===== src/rtl/tlb_op_ctrl_if.sv =====
// Bus bundle between the TLB instruction controller and its pipeline, TLB and CP0 neighbours.
// slave = controller side, master = surrounding pipeline / TLB / CP0 side.
interface tlb_op_ctrl_if #(
  parameter int TLBNUM_WIDTH = 4
);
  logic                    op_valid;
  logic [1:0]              op_type;
  logic                    op_ready;
  logic                    flush;
  logic [31:0]             cp0_entryhi;
  logic [TLBNUM_WIDTH-1:0] cp0_index;
  logic [31:0]             cp0_entrylo0;
  logic [31:0]             cp0_entrylo1;
  logic                    s_req;
  logic [18:0]             s_vpn2;
  logic [7:0]              s_asid;
  logic                    s_found;
  logic [TLBNUM_WIDTH-1:0] s_index;
  logic                    r_req;
  logic [TLBNUM_WIDTH-1:0] r_index;
  logic [31:0]             r_entryhi;
  logic [31:0]             r_entrylo0;
  logic [31:0]             r_entrylo1;
  logic                    w_en;
  logic [TLBNUM_WIDTH-1:0] w_index;
  logic [31:0]             w_entryhi;
  logic [31:0]             w_entrylo0;
  logic [31:0]             w_entrylo1;
  logic                    cp0_index_we;
  logic                    cp0_index_p;
  logic [TLBNUM_WIDTH-1:0] cp0_index_val;
  logic                    cp0_entry_we;
  logic [31:0]             cp0_entryhi_val;
  logic [31:0]             cp0_entrylo0_val;
  logic [31:0]             cp0_entrylo1_val;
  logic                    done;
  logic                    refetch;

  modport slave (
    input  op_valid, op_type, flush, cp0_entryhi, cp0_index, cp0_entrylo0, cp0_entrylo1,
           s_found, s_index, r_entryhi, r_entrylo0, r_entrylo1,
    output op_ready, s_req, s_vpn2, s_asid, r_req, r_index,
           w_en, w_index, w_entryhi, w_entrylo0, w_entrylo1,
           cp0_index_we, cp0_index_p, cp0_index_val,
           cp0_entry_we, cp0_entryhi_val, cp0_entrylo0_val, cp0_entrylo1_val,
           done, refetch
  );

  modport master (
    output op_valid, op_type, flush, cp0_entryhi, cp0_index, cp0_entrylo0, cp0_entrylo1,
           s_found, s_index, r_entryhi, r_entrylo0, r_entrylo1,
    input  op_ready, s_req, s_vpn2, s_asid, r_req, r_index,
           w_en, w_index, w_entryhi, w_entrylo0, w_entrylo1,
           cp0_index_we, cp0_index_p, cp0_index_val,
           cp0_entry_we, cp0_entryhi_val, cp0_entrylo0_val, cp0_entrylo1_val,
           done, refetch
  );
endinterface


===== src/rtl/tlb_op_ctrl.sv =====
// Sequencer for MIPS TLBP/TLBR/TLBWI/TLBWR against a TLB search/read/write port and CP0.
// Define TLB_OP_CTRL_TLBWR_EN to enable the free-running random index used by TLBWR.
module tlb_op_ctrl #(
  parameter int TLBNUM       = 16,
  parameter int TLBNUM_WIDTH = $clog2(TLBNUM)
) (
  input  logic          clk,
  input  logic          reset,
  tlb_op_ctrl_if.slave  bus
);

  typedef enum logic [2:0] {
    S_IDLE, S_PROBE, S_PROBE_RSP, S_READ, S_READ_RSP, S_WRITE, S_DONE
  } state_t;

  state_t                  r_state;
  logic                    r_ready;
  logic                    r_s_req;
  logic                    r_r_req;
  logic                    r_w_en;
  logic                    r_idx_we;
  logic                    r_ent_we;
  logic                    r_done;
  logic                    r_refetch;
  logic                    w_kill;
  logic [TLBNUM_WIDTH-1:0] w_w_index;
  logic                    w_unused_ok;

`ifdef TLB_OP_CTRL_TLBWR_EN
  logic [TLBNUM_WIDTH-1:0] r_rand;
  logic                    r_rand_sel;

  // TLBNUM is a power of two, so plain modular decrement wraps 0 -> TLBNUM-1.
  always_ff @(posedge clk) begin
    if (reset) r_rand <= TLBNUM_WIDTH'(TLBNUM - 1);
    else       r_rand <= r_rand - TLBNUM_WIDTH'(1);
  end

  assign w_w_index = r_rand_sel ? r_rand : bus.cp0_index;
`else
  assign w_w_index = bus.cp0_index;
`endif

  always_ff @(posedge clk) begin
    if (reset) begin
      r_state   <= S_IDLE;
      r_ready   <= 1'b1;
      r_s_req   <= 1'b0;
      r_r_req   <= 1'b0;
      r_w_en    <= 1'b0;
      r_idx_we  <= 1'b0;
      r_ent_we  <= 1'b0;
      r_done    <= 1'b0;
      r_refetch <= 1'b0;
`ifdef TLB_OP_CTRL_TLBWR_EN
      r_rand_sel <= 1'b0;
`endif
    end else begin
      r_s_req   <= 1'b0;
      r_r_req   <= 1'b0;
      r_w_en    <= 1'b0;
      r_idx_we  <= 1'b0;
      r_ent_we  <= 1'b0;
      r_done    <= 1'b0;
      r_refetch <= 1'b0;
      r_ready   <= 1'b0;
      if (bus.flush && r_state != S_IDLE) begin
        r_state <= S_IDLE;
        r_ready <= 1'b1;
      end else begin
        case (r_state)
          S_IDLE: begin
            if (bus.op_valid && !bus.flush) begin
              case (bus.op_type)
                2'd0: begin r_state <= S_PROBE; r_s_req <= 1'b1; end
                2'd1: begin r_state <= S_READ;  r_r_req <= 1'b1; end
                2'd2: begin r_state <= S_WRITE; r_w_en  <= 1'b1; end
                default: begin
`ifdef TLB_OP_CTRL_TLBWR_EN
                  r_state <= S_WRITE;
                  r_w_en  <= 1'b1;
`else
                  r_state <= S_DONE;
                  r_done  <= 1'b1;
`endif
                end
              endcase
`ifdef TLB_OP_CTRL_TLBWR_EN
              r_rand_sel <= (bus.op_type == 2'd3);
`endif
            end else begin
              r_ready <= 1'b1;
            end
          end
          S_PROBE:     begin r_state <= S_PROBE_RSP; r_idx_we <= 1'b1; end
          S_PROBE_RSP: begin r_state <= S_DONE;      r_done   <= 1'b1; end
          S_READ:      begin r_state <= S_READ_RSP;  r_ent_we <= 1'b1; end
          S_READ_RSP:  begin r_state <= S_DONE;      r_done   <= 1'b1; end
          S_WRITE: begin
            r_state   <= S_DONE;
            r_done    <= 1'b1;
            r_refetch <= 1'b1;
          end
          default: begin
            r_state <= S_IDLE;
            r_ready <= 1'b1;
          end
        endcase
      end
    end
  end

  // A flush or reset in the same cycle must suppress every side effect immediately.
  assign w_kill       = reset | bus.flush;
  assign bus.op_ready = r_ready & ~bus.flush;

  assign bus.s_req  = r_s_req & ~w_kill;
  assign bus.s_vpn2 = bus.cp0_entryhi[31:13];
  assign bus.s_asid = bus.cp0_entryhi[7:0];

  assign bus.r_req   = r_r_req & ~w_kill;
  assign bus.r_index = bus.cp0_index;

  assign bus.w_en       = r_w_en & ~w_kill;
  assign bus.w_index    = w_w_index;
  assign bus.w_entryhi  = bus.cp0_entryhi;
  assign bus.w_entrylo0 = bus.cp0_entrylo0;
  assign bus.w_entrylo1 = bus.cp0_entrylo1;

  assign bus.cp0_index_we  = r_idx_we & ~w_kill;
  assign bus.cp0_index_p   = bus.cp0_index_we & ~bus.s_found;
  assign bus.cp0_index_val = (bus.cp0_index_we && bus.s_found) ? bus.s_index : '0;

  assign bus.cp0_entry_we     = r_ent_we & ~w_kill;
  assign bus.cp0_entryhi_val  = bus.r_entryhi;
  assign bus.cp0_entrylo0_val = bus.r_entrylo0;
  assign bus.cp0_entrylo1_val = bus.r_entrylo1;

  assign bus.done    = r_done & ~w_kill;
  assign bus.refetch = r_refetch & ~w_kill;

  assign w_unused_ok = ^bus.cp0_entryhi[12:8];

endmodule

===== src/flat_wrapper.sv =====
// flat-port wrapper written by rule: the top's interface ports become plain ports
module tlb_op_ctrl_flat 
#(
  parameter int TLBNUM       = 16,
  parameter int TLBNUM_WIDTH = $clog2(TLBNUM)
)
  (clk, reset, bus_op_valid, bus_op_type, bus_flush, bus_cp0_entryhi, bus_cp0_index, bus_cp0_entrylo0, bus_cp0_entrylo1, bus_s_found, bus_s_index, bus_r_entryhi, bus_r_entrylo0, bus_r_entrylo1, bus_op_ready, bus_s_req, bus_s_vpn2, bus_s_asid, bus_r_req, bus_r_index, bus_w_en, bus_w_index, bus_w_entryhi, bus_w_entrylo0, bus_w_entrylo1, bus_cp0_index_we, bus_cp0_index_p, bus_cp0_index_val, bus_cp0_entry_we, bus_cp0_entryhi_val, bus_cp0_entrylo0_val, bus_cp0_entrylo1_val, bus_done, bus_refetch);
  tlb_op_ctrl_if #(.TLBNUM_WIDTH(TLBNUM_WIDTH)) bus_i ();
  input  logic clk;
  input  logic reset;
  input wire logic [$bits(bus_i.op_valid)-1:0] bus_op_valid;
  input wire logic [$bits(bus_i.op_type)-1:0] bus_op_type;
  input wire logic [$bits(bus_i.flush)-1:0] bus_flush;
  input wire logic [$bits(bus_i.cp0_entryhi)-1:0] bus_cp0_entryhi;
  input wire logic [$bits(bus_i.cp0_index)-1:0] bus_cp0_index;
  input wire logic [$bits(bus_i.cp0_entrylo0)-1:0] bus_cp0_entrylo0;
  input wire logic [$bits(bus_i.cp0_entrylo1)-1:0] bus_cp0_entrylo1;
  input wire logic [$bits(bus_i.s_found)-1:0] bus_s_found;
  input wire logic [$bits(bus_i.s_index)-1:0] bus_s_index;
  input wire logic [$bits(bus_i.r_entryhi)-1:0] bus_r_entryhi;
  input wire logic [$bits(bus_i.r_entrylo0)-1:0] bus_r_entrylo0;
  input wire logic [$bits(bus_i.r_entrylo1)-1:0] bus_r_entrylo1;
  output wire logic [$bits(bus_i.op_ready)-1:0] bus_op_ready;
  output wire logic [$bits(bus_i.s_req)-1:0] bus_s_req;
  output wire logic [$bits(bus_i.s_vpn2)-1:0] bus_s_vpn2;
  output wire logic [$bits(bus_i.s_asid)-1:0] bus_s_asid;
  output wire logic [$bits(bus_i.r_req)-1:0] bus_r_req;
  output wire logic [$bits(bus_i.r_index)-1:0] bus_r_index;
  output wire logic [$bits(bus_i.w_en)-1:0] bus_w_en;
  output wire logic [$bits(bus_i.w_index)-1:0] bus_w_index;
  output wire logic [$bits(bus_i.w_entryhi)-1:0] bus_w_entryhi;
  output wire logic [$bits(bus_i.w_entrylo0)-1:0] bus_w_entrylo0;
  output wire logic [$bits(bus_i.w_entrylo1)-1:0] bus_w_entrylo1;
  output wire logic [$bits(bus_i.cp0_index_we)-1:0] bus_cp0_index_we;
  output wire logic [$bits(bus_i.cp0_index_p)-1:0] bus_cp0_index_p;
  output wire logic [$bits(bus_i.cp0_index_val)-1:0] bus_cp0_index_val;
  output wire logic [$bits(bus_i.cp0_entry_we)-1:0] bus_cp0_entry_we;
  output wire logic [$bits(bus_i.cp0_entryhi_val)-1:0] bus_cp0_entryhi_val;
  output wire logic [$bits(bus_i.cp0_entrylo0_val)-1:0] bus_cp0_entrylo0_val;
  output wire logic [$bits(bus_i.cp0_entrylo1_val)-1:0] bus_cp0_entrylo1_val;
  output wire logic [$bits(bus_i.done)-1:0] bus_done;
  output wire logic [$bits(bus_i.refetch)-1:0] bus_refetch;
  assign bus_i.op_valid = bus_op_valid;
  assign bus_i.op_type = bus_op_type;
  assign bus_i.flush = bus_flush;
  assign bus_i.cp0_entryhi = bus_cp0_entryhi;
  assign bus_i.cp0_index = bus_cp0_index;
  assign bus_i.cp0_entrylo0 = bus_cp0_entrylo0;
  assign bus_i.cp0_entrylo1 = bus_cp0_entrylo1;
  assign bus_i.s_found = bus_s_found;
  assign bus_i.s_index = bus_s_index;
  assign bus_i.r_entryhi = bus_r_entryhi;
  assign bus_i.r_entrylo0 = bus_r_entrylo0;
  assign bus_i.r_entrylo1 = bus_r_entrylo1;
  assign bus_op_ready = bus_i.op_ready;
  assign bus_s_req = bus_i.s_req;
  assign bus_s_vpn2 = bus_i.s_vpn2;
  assign bus_s_asid = bus_i.s_asid;
  assign bus_r_req = bus_i.r_req;
  assign bus_r_index = bus_i.r_index;
  assign bus_w_en = bus_i.w_en;
  assign bus_w_index = bus_i.w_index;
  assign bus_w_entryhi = bus_i.w_entryhi;
  assign bus_w_entrylo0 = bus_i.w_entrylo0;
  assign bus_w_entrylo1 = bus_i.w_entrylo1;
  assign bus_cp0_index_we = bus_i.cp0_index_we;
  assign bus_cp0_index_p = bus_i.cp0_index_p;
  assign bus_cp0_index_val = bus_i.cp0_index_val;
  assign bus_cp0_entry_we = bus_i.cp0_entry_we;
  assign bus_cp0_entryhi_val = bus_i.cp0_entryhi_val;
  assign bus_cp0_entrylo0_val = bus_i.cp0_entrylo0_val;
  assign bus_cp0_entrylo1_val = bus_i.cp0_entrylo1_val;
  assign bus_done = bus_i.done;
  assign bus_refetch = bus_i.refetch;
  tlb_op_ctrl #(.TLBNUM(TLBNUM), .TLBNUM_WIDTH(TLBNUM_WIDTH)) u_core (.clk(clk), .reset(reset), .bus(bus_i));
endmodule

===== config.mk =====
export PLATFORM = sky130hd
export DESIGN_NAME = tlb_op_ctrl_flat
export DESIGN_NICKNAME = d
export VERILOG_FILES = /design/src/rtl/tlb_op_ctrl_if.sv /design/src/rtl/tlb_op_ctrl.sv /design/src/flat_wrapper.sv
export SDC_FILE = /design/constraint.sdc
export NUM_CORES = 1
export LEC_CHECK = 0
export ABC_AREA = 1
export CORE_AREA = 2 2 174 176
export DETAILED_ROUTE_END_ITERATION = 8
export DIE_AREA = 0 0 176 178
export PLACE_DENSITY = 0.49
export SLEW_MARGIN = 20
export SYNTH_ARGS = -nofsm -noshare
export SYNTH_HDL_FRONTEND = slang
export SYNTH_SLANG_ARGS = --single-unit

===== constraint.sdc =====
create_clock -name clk -period 1.2 [get_ports clk]
set_input_delay 0.18 -clock clk [delete_from_list [all_inputs] [get_ports clk]]
set_output_delay 0.18 -clock clk [all_outputs]
set_load 0.01 [all_outputs]

### Signal wires on met4, run 1

The bar under the picture is 50 um long. Supply wires on this layer in grey.
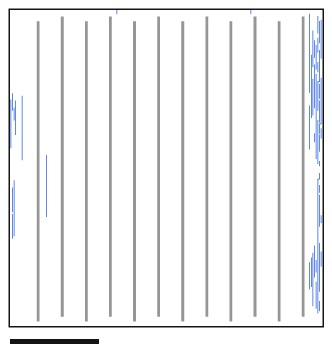
- wire length on this layer: 875 um
- nets with wire on the layer: 46
drt total wl: 7270 um
Vias: 876

### Routed clock nets over the placement, run 1

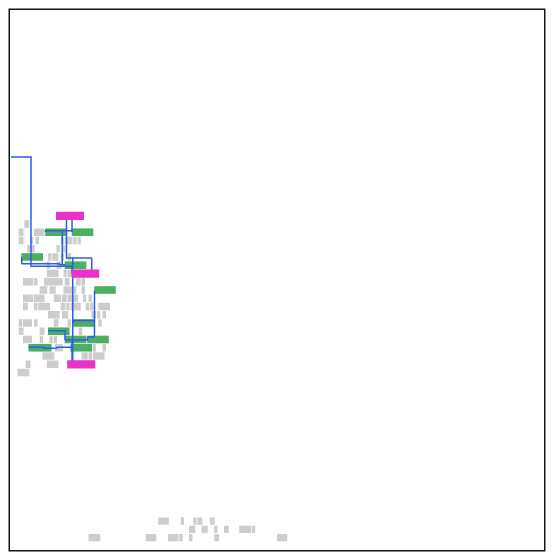
- clock wires: blue (length 238 um)
- clock drivers: magenta (count 3)
- flip-flops: green (count 11)
- flops lie: middle left
- routed clock nets: 4
Clk power: 0.622 mW
Clock power frac: 38.9%

### Placement view, run 1

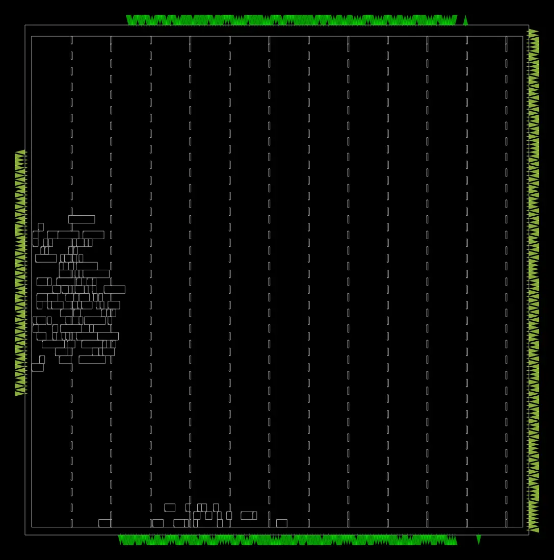
n_taps: 390
registers: 11
final cell count without fillers: 500
fill cell count: 3489
row cnt: 63

==> results.cfg, run 1 <==
; synthesis and place-and-route metrics
[clocking]
hold_buffers = 0
clockBufferDepth = 2
tritoncts = done
clkSlewWorstSetupHoldPaths_ns = 0.04
cts.repair.resized = 57
post_cts_buffers = 2
clk_latency_ns = 0.24
numCtsBuffers = 3
h-tree-depth = 1
cts_sinks = 11
clk_root_buffer_cell = clkbuf_16

[routing]
route.met3.wl_um = 2800
ant_nets = 0
first_pass_iters = 2
wl_per_cell_um = 14.5
vias_per_cell = 1.75
drt_iter0_drc = 12
drc = 0
top_layer = met4

[grt]
gr-max-usage-layer = met3
first_global_vias = 977
use_met2_pct = 4.59
use_met3_pct = 7.48
grt_pass1_wl_um = 8740
grt.overflow.total = 0
met1_usage_pct = 1.91
antenna_found_initial = 0

[worst_hold_path]
hold_path.class = primary input to output port
min_to = bus_cp0_entrylo1_val[14]
hold_start = bus_r_entrylo1[14]

[pwr]
power.internal_mw = 1.07
power_mw = 1.60
combinationalPowerShare_pct = 30.0
power.switching_mw = 0.533
power.density_nw_per_um2 = 1170
p_leak_nw = 0.438
p_seq_mw = 0.498
vdd_ir_drop_max_mv = 0.485
comb-power_mw = 0.480
pwr-share-seq_pct = 31.1

[final_layout]
fin_nets = 318
layout-drive-gt1-share_pct = 39.1
antenna_cells = 0
inverters = 20
fin_area_sq_um = 1360
signal_buffers = 28
comb_share_pct = 20.3
lay_top_count = inv_1
bufAreaShareNonClock_pct = 16.3
seq_share_pct = 16.2
clock_buffers = 3
largest_reg_flops = 3
syn_to_final_growth_pct = -39.3
num-multi-input-gates = 47
flop_area_sq_um = 221
mostFrequentLayoutCells = inv_1 (16), nor2_1 (15), dfxtp_1 (10), nand2_1 (9), buf_2 (8)
clkCellAreaFrac_pct = 5.87
final_util_pct = 4.64
largest-register = u_core.r_state
logic_area_sq_um = 277

[critical_path]
worst-path-buf-inv = 2
end_kind = output port
startpoint_type = flip-flop
rr_worst_depth = 6
critPathTopFamily = flip-flops
crit_path_max_fanout = 4
startpoint = u_core.r_idx_we
arrival_ns = 1.02
path_depth = 5
crit_end = bus_cp0_index_val[0]
critPathSlowestCell = dfxtp_2
crit_chain = inv_2, nor2_4, nand2_4, nor2_2, buf_2
rr_endpoint = u_core.r_state[1]
max_stage_delay_ns = 0.31

[yosys]
synth_top_flop_cell = dfxtp_1
ys_cells = 305
synth.most_common_cell = buf_4
top_area_share_pct = 75.8
ys_sh_mux_pct = 0
fp_nets = 512
top_area_cell = buf_4
yosys-top-cells-count = buf_4 (227), inv_1 (19), nor2_1 (19), dfxtp_1 (11), nand2_1 (10)
synth_flops = 11
ys_chip_area_sq_um = 2250
synthTopCellsByArea = buf_4 (76%), dfxtp_1 (9.8%), inv_1 (3.2%), nor2_1 (3.2%), nand2_1 (1.7%)
async_reset_ff_share_pct = 0
syn_inst = 305
postSynthAreaPerCell_sq_um = 7.37
xor_share_pct = 0
yosys-dominant-comb-family = buffers and inverters
yosys.area_share.simple_pct = 10.2
aoi_share_pct = 0.835
synth_seq_share_pct = 9.79
synth.distinct_cells = 16

[final_timing]
skew_ns = 0.00392
rsz0062_at_grt = yes
worst_slack_ns = -0.00486
worst_pin_slew_ns = 0.233
finalMaxSlewViolations = 0
clock.fmax_mhz = 830
period_minus_slack_ns = 1.20
hold-worst-slack_ns = 0.360
period_used_pct = 100
final-hold-violation-count = 0
setup_tns_ns = -0.00718
report.final.setup_viol = 2

[die]
die_h_um = 178
pin_count = 447
die_x_um = 176
fp_util_pct = 7.65
die_area_sq_um = 31300

[placed_design]
port_buffers = 23
dpl_worst_slack_ns = -0.797
dpl_cell_area_sq_um = 1280
dp_cells = 494
place_congestion = 0.639

[run_status]
status = finished with violations
failed_checks = setup timing

[flow_run]
openroad.warnings = 28
drv_cap = 0
==> inputs of run 2 (changes only) <==
Settings changed: CORE_AREA 2 2 174 176 to 2 2 175 177, DIE_AREA 0 0 176 178 to 0 0 177 179.
Clock period 1.2 ns to 1.54 ns, I/O delays scaled along.
### Signal wires on met4, run 2

The bar under the picture is 50 um long. Supply wires on this layer in grey.
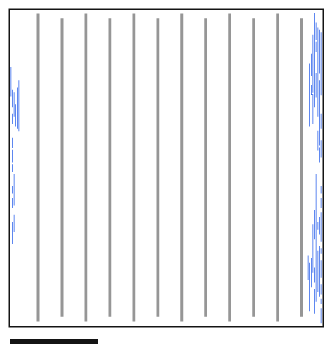
- share of all routed wire: 12%
- main direction: vertical
- wire length on this layer: 856 um
Vias: 909
drt total wl: 7040 um

==> run 2 against run 1 <==
Net effect:
- the flow now finishes without violations
- clock power shrank 25%
- sequential share of layout area down 0.77 points
- die size grew 1.1%
- total power down 22%
- area after synthesis did not move
- highest routed layer is now met5
- wire length fell by 3.1%
==> results.cfg, run 2 <==
; synthesis and place-and-route metrics
[grt]
use_met2_pct = 4.35
antenna_found_initial = 0
use_met3_pct = 6.04
grt_pass1_wl_um = 8460
grt.overflow.total = 0
gr-max-usage-layer = met3

[final_timing]
worst_pin_slew_ns = 0.239
report.final.setup_viol = 0
rsz0062_at_grt = no
hold-worst-slack_ns = 0.462
setup_tns_ns = 0
final-hold-violation-count = 0
finalMaxSlewViolations = 0
period_minus_slack_ns = 1.43
period_used_pct = 92.8
clock.fmax_mhz = 700
worst_slack_ns = 0.111

[routing]
first_pass_iters = 4
ant_nets = 0
top_layer = met5
wl_per_cell_um = 13.9
drc = 0
route.met3.wl_um = 2270
drt_iter0_drc = 21
vias_per_cell = 1.79

[yosys]
postSynthAreaPerCell_sq_um = 7.37
top_area_share_pct = 75.8
synth_flops = 11
aoi_share_pct = 0.835
xor_share_pct = 0
synth_top_flop_cell = dfxtp_1
synth_seq_share_pct = 9.79
ys_chip_area_sq_um = 2250
fp_nets = 512
top_area_cell = buf_4
yosys-dominant-comb-family = buffers and inverters
yosys.area_share.simple_pct = 10.2
ys_sh_mux_pct = 0
syn_inst = 305
synth.distinct_cells = 16
synthTopCellsByArea = buf_4 (76%), dfxtp_1 (9.8%), inv_1 (3.2%), nor2_1 (3.2%), nand2_1 (1.7%)
synth.most_common_cell = buf_4
ys_cells = 305
yosys-top-cells-count = buf_4 (227), inv_1 (19), nor2_1 (19), dfxtp_1 (11), nand2_1 (10)

[final_layout]
bufAreaShareNonClock_pct = 18.9
final_cell_count_no_fill = 508
clkCellAreaFrac_pct = 5.62
fin_area_sq_um = 1420
ff_count = 11
clock_buffers = 3
inverters = 20
flop_area_sq_um = 220
final_util_pct = 4.74
fin_nets = 320
mostFrequentLayoutCells = inv_1 (18), nor2_1 (16), dfxtp_1 (11), nand2_1 (9), clkdlybuf4s50_1 (9)
comb_share_pct = 19.9
num-multi-input-gates = 47
fillers = 3566
antenna_cells = 0
seq_share_pct = 15.5
layout-drive-gt1-share_pct = 34.8
syn_to_final_growth_pct = -36.7
largest_reg_flops = 3
largest-register = u_core.r_state
lay_top_count = inv_1
logic_area_sq_um = 284
signal_buffers = 30

[die]
fp_util_pct = 7.49
nWellTaps = 396
die_x_um = 177
rows = 64
pin_count = 447
die_h_um = 179
die_area_sq_um = 31700

[pwr]
power.switching_mw = 0.412
pwr-share-seq_pct = 30.9
p_seq_mw = 0.388
comb-power_mw = 0.400
p_leak_nw = 0.448
power_mw = 1.25
power.density_nw_per_um2 = 881
vdd_ir_drop_max_mv = 0.505

[placed_design]
dpl_cell_area_sq_um = 1310
place_congestion = 0.644
port_buffers = 23
dp_cells = 502
dpl_worst_slack_ns = -0.517

[critical_path]
startpoint = u_core.r_ready
path_depth = 3
crit_chain = inv_1, nor2_1, clkdlybuf4s50_1
worst-path-buf-inv = 2
max_stage_delay_ns = 0.54
required_ns = 1.31
critPathTopFamily = buffers and inverters
crit_path_max_fanout = 1
rr_endpoint = u_core.r_w_en
arrival_ns = 1.20
startpoint_type = flip-flop
crit_end = bus_op_ready

[flow_run]
drv_cap = 0
openroad.warnings = 26

[worst_hold_path]
hold_start = bus_r_entryhi[10]
min_to = bus_cp0_entryhi_val[10]
hold_path.class = primary input to output port

[clocking]
numCtsBuffers = 3
hold_buffers = 0
post_cts_buffers = 2
clkSlewWorstSetupHoldPaths_ns = 0.04
tritoncts = done
clockBufferDepth = 2
cts_sinks = 11
clk_root_buffer_cell = clkbuf_16
cts.repair.resized = 55
h-tree-depth = 1

[run_status]
status = complete, no violations
### Routed clock nets over the placement, run 2

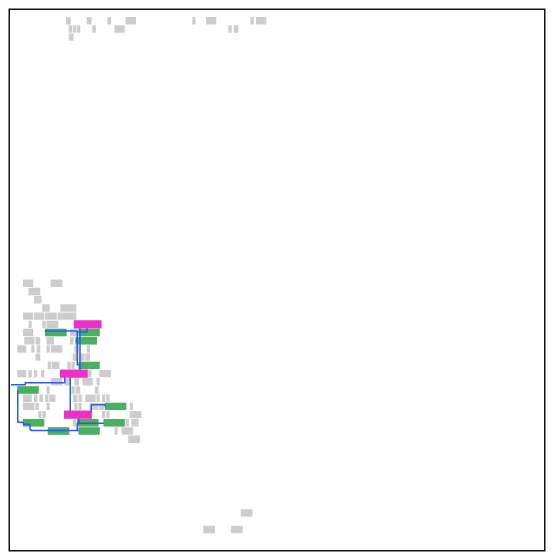
- clock wires: blue (length 145 um)
- flip-flops: green (count 11)
- clock drivers: magenta (count 3)
- flops lie: lower left
Clock Skew: 0.00267 ns
Insertion Delay late pin: 0.24 ns
Clock power frac: 37.2%
Clk power: 0.466 mW

==> inputs of run 3 (changes only) <==
Settings changed: CTS_CLUSTER_DIAMETER set to 40, SETUP_SLACK_MARGIN set to 0.02.
### Sizing map, run 3

The bar under the picture is 50 um long.
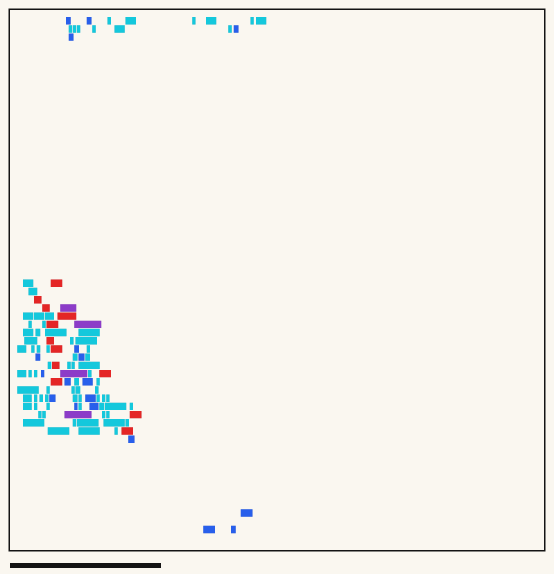
- _6 and larger: purple (cells 4; share 3.6%; most used clkbuf_16)
- _0 and _1 cells: cyan (cells 76; share 69%; most used inv_1)
- _2 cells: blue (cells 18; share 16%; most used buf_2)
- _3 and _4 cells: red (cells 12; share 11%; most used nor2_4)
Area growth syn-to-layout: -38.1%
final worst slack: 0.139 ns
Post-Layout Inst Area: 1390 sq um
Buffers, non-clock: 28

==> run 3 against run 2 <==
Net effect:
- combinational power shrank 3%
- total power shrank 0.83%
- global-route usage about the same
- cell count fell by 0.39%
- critical path type is now primary input to output port
- largest cell class unchanged
==> results.cfg, run 3 <==
; synthesis and place-and-route metrics
[worst_hold_path]
min_to = bus_cp0_entryhi_val[10]
hold_path.class = primary input to output port
hold_start = bus_r_entryhi[10]

[final_layout]
seq_share_pct = 15.8
largest_reg_flops = 3
final_util_pct = 4.64
largest-register = u_core.r_state
top_area_cell_class = tap cells
layout-drive-gt1-share_pct = 30.9
lay_top_count = inv_1
comb_share_pct = 20.0
clock_buffers = 3
mostFrequentLayoutCells = inv_1 (18), nor2_1 (16), dfxtp_1 (11), nand2_1 (9), clkdlybuf4s50_1 (8)
final_cell_count_no_fill = 506
fin_nets = 318
inverters = 20
num-multi-input-gates = 47
ff_count = 11
logic_area_sq_um = 279
clkCellAreaFrac_pct = 5.75
flop_area_sq_um = 220
fillers = 3574
bufAreaShareNonClock_pct = 17.4
antenna_cells = 0

[clocking]
clockBufferDepth = 2
hold_buffers = 0
post_cts_buffers = 0
cts.repair.resized = 47
tritoncts = done
cts_sinks = 11
h-tree-depth = 1
numCtsBuffers = 3
clk_latency_ns = 0.24

[pwr]
pwr-share-seq_pct = 31.2
power.density_nw_per_um2 = 893
power.internal_mw = 0.834
p_clk_mw = 0.466
power_mw = 1.24
vdd_ir_drop_max_mv = 0.504
power.switching_mw = 0.409
combinationalPowerShare_pct = 31.3
p_leak_nw = 0.463
comb-power_mw = 0.390
p_seq_mw = 0.388
p_clk_share_pct = 37.5

[final_timing]
period_used_pct = 91.0
skew_ns = 0.00264
report.final.setup_viol = 0
clock.fmax_mhz = 714
period_minus_slack_ns = 1.40
setup_tns_ns = 0
hold-worst-slack_ns = 0.462
final-hold-violation-count = 0
worst_pin_slew_ns = 0.239
finalMaxSlewViolations = 0
rsz0062_at_grt = no

[grt]
antenna_found_initial = 0
grt_pass1_wl_um = 8410
met1_usage_pct = 2.16
use_met2_pct = 4.30
grt.overflow.total = 0
use_met3_pct = 6.04
first_global_vias = 1004
gr-max-usage-layer = met3

[flow_run]
openroad.warnings = 26
drv_cap = 0

[yosys]
synth.most_common_cell = buf_4
yosys-top-cells-count = buf_4 (227), inv_1 (19), nor2_1 (19), dfxtp_1 (11), nand2_1 (10)
syn_inst = 305
synth.distinct_cells = 16
top_area_cell = buf_4
fp_nets = 512
synth_seq_share_pct = 9.79
synth_flops = 11
async_reset_ff_share_pct = 0
synthTopCellsByArea = buf_4 (76%), dfxtp_1 (9.8%), inv_1 (3.2%), nor2_1 (3.2%), nand2_1 (1.7%)
ys_cells = 305
aoi_share_pct = 0.835
xor_share_pct = 0
yosys-dominant-comb-family = buffers and inverters
ys_chip_area_sq_um = 2250
postSynthAreaPerCell_sq_um = 7.37
yosys.area_share.simple_pct = 10.2
ys_sh_mux_pct = 0
synth_top_flop_cell = dfxtp_1

[die]
core_area_sq_um = 30000
pin_count = 447
die_area_sq_um = 31700
rows = 64
nWellTaps = 396
die_x_um = 177
die_h_um = 179
fp_util_pct = 7.49

[critical_path]
startpoint_type = primary input
critPathTopFamily = buffers and inverters
crit_path_max_fanout = 2
worst-path-buf-inv = 3
startpoint = bus_s_found
arrival_ns = 1.17
critPathSlowestCell = clkdlybuf4s50_1
crit_chain = clkdlybuf4s50_1, buf_4, nor3_1, buf_2
crit_end = bus_cp0_index_p
rr_endpoint = u_core.r_w_en
path_depth = 4
rr_worst_depth = 5
required_ns = 1.31
max_stage_delay_ns = 0.46
end_kind = output port

[routing]
vias_per_cell = 1.77
ant_nets = 0
wl_per_cell_um = 14.0
wl_met1_um = 1340
drc = 0
top_layer = met5
drt_iter0_drc = 19
first_pass_iters = 4
route.met3.wl_um = 2330

[placed_design]
dpl_worst_slack_ns = -0.517
dpl_cell_area_sq_um = 1310
place_congestion = 0.644
dp_cells = 502

[run_status]
status = complete, no violations
### Signal wires on met4, run 3

The bar under the picture is 50 um long. Supply wires on this layer in grey.
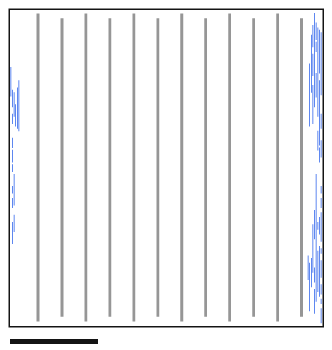
- longest straight run: 72.1 um
- nets with wire on the layer: 51
Vias: 896
drt total wl: 7070 um

Power figures rest on the tool's default switching activity, not on a simulated workload.
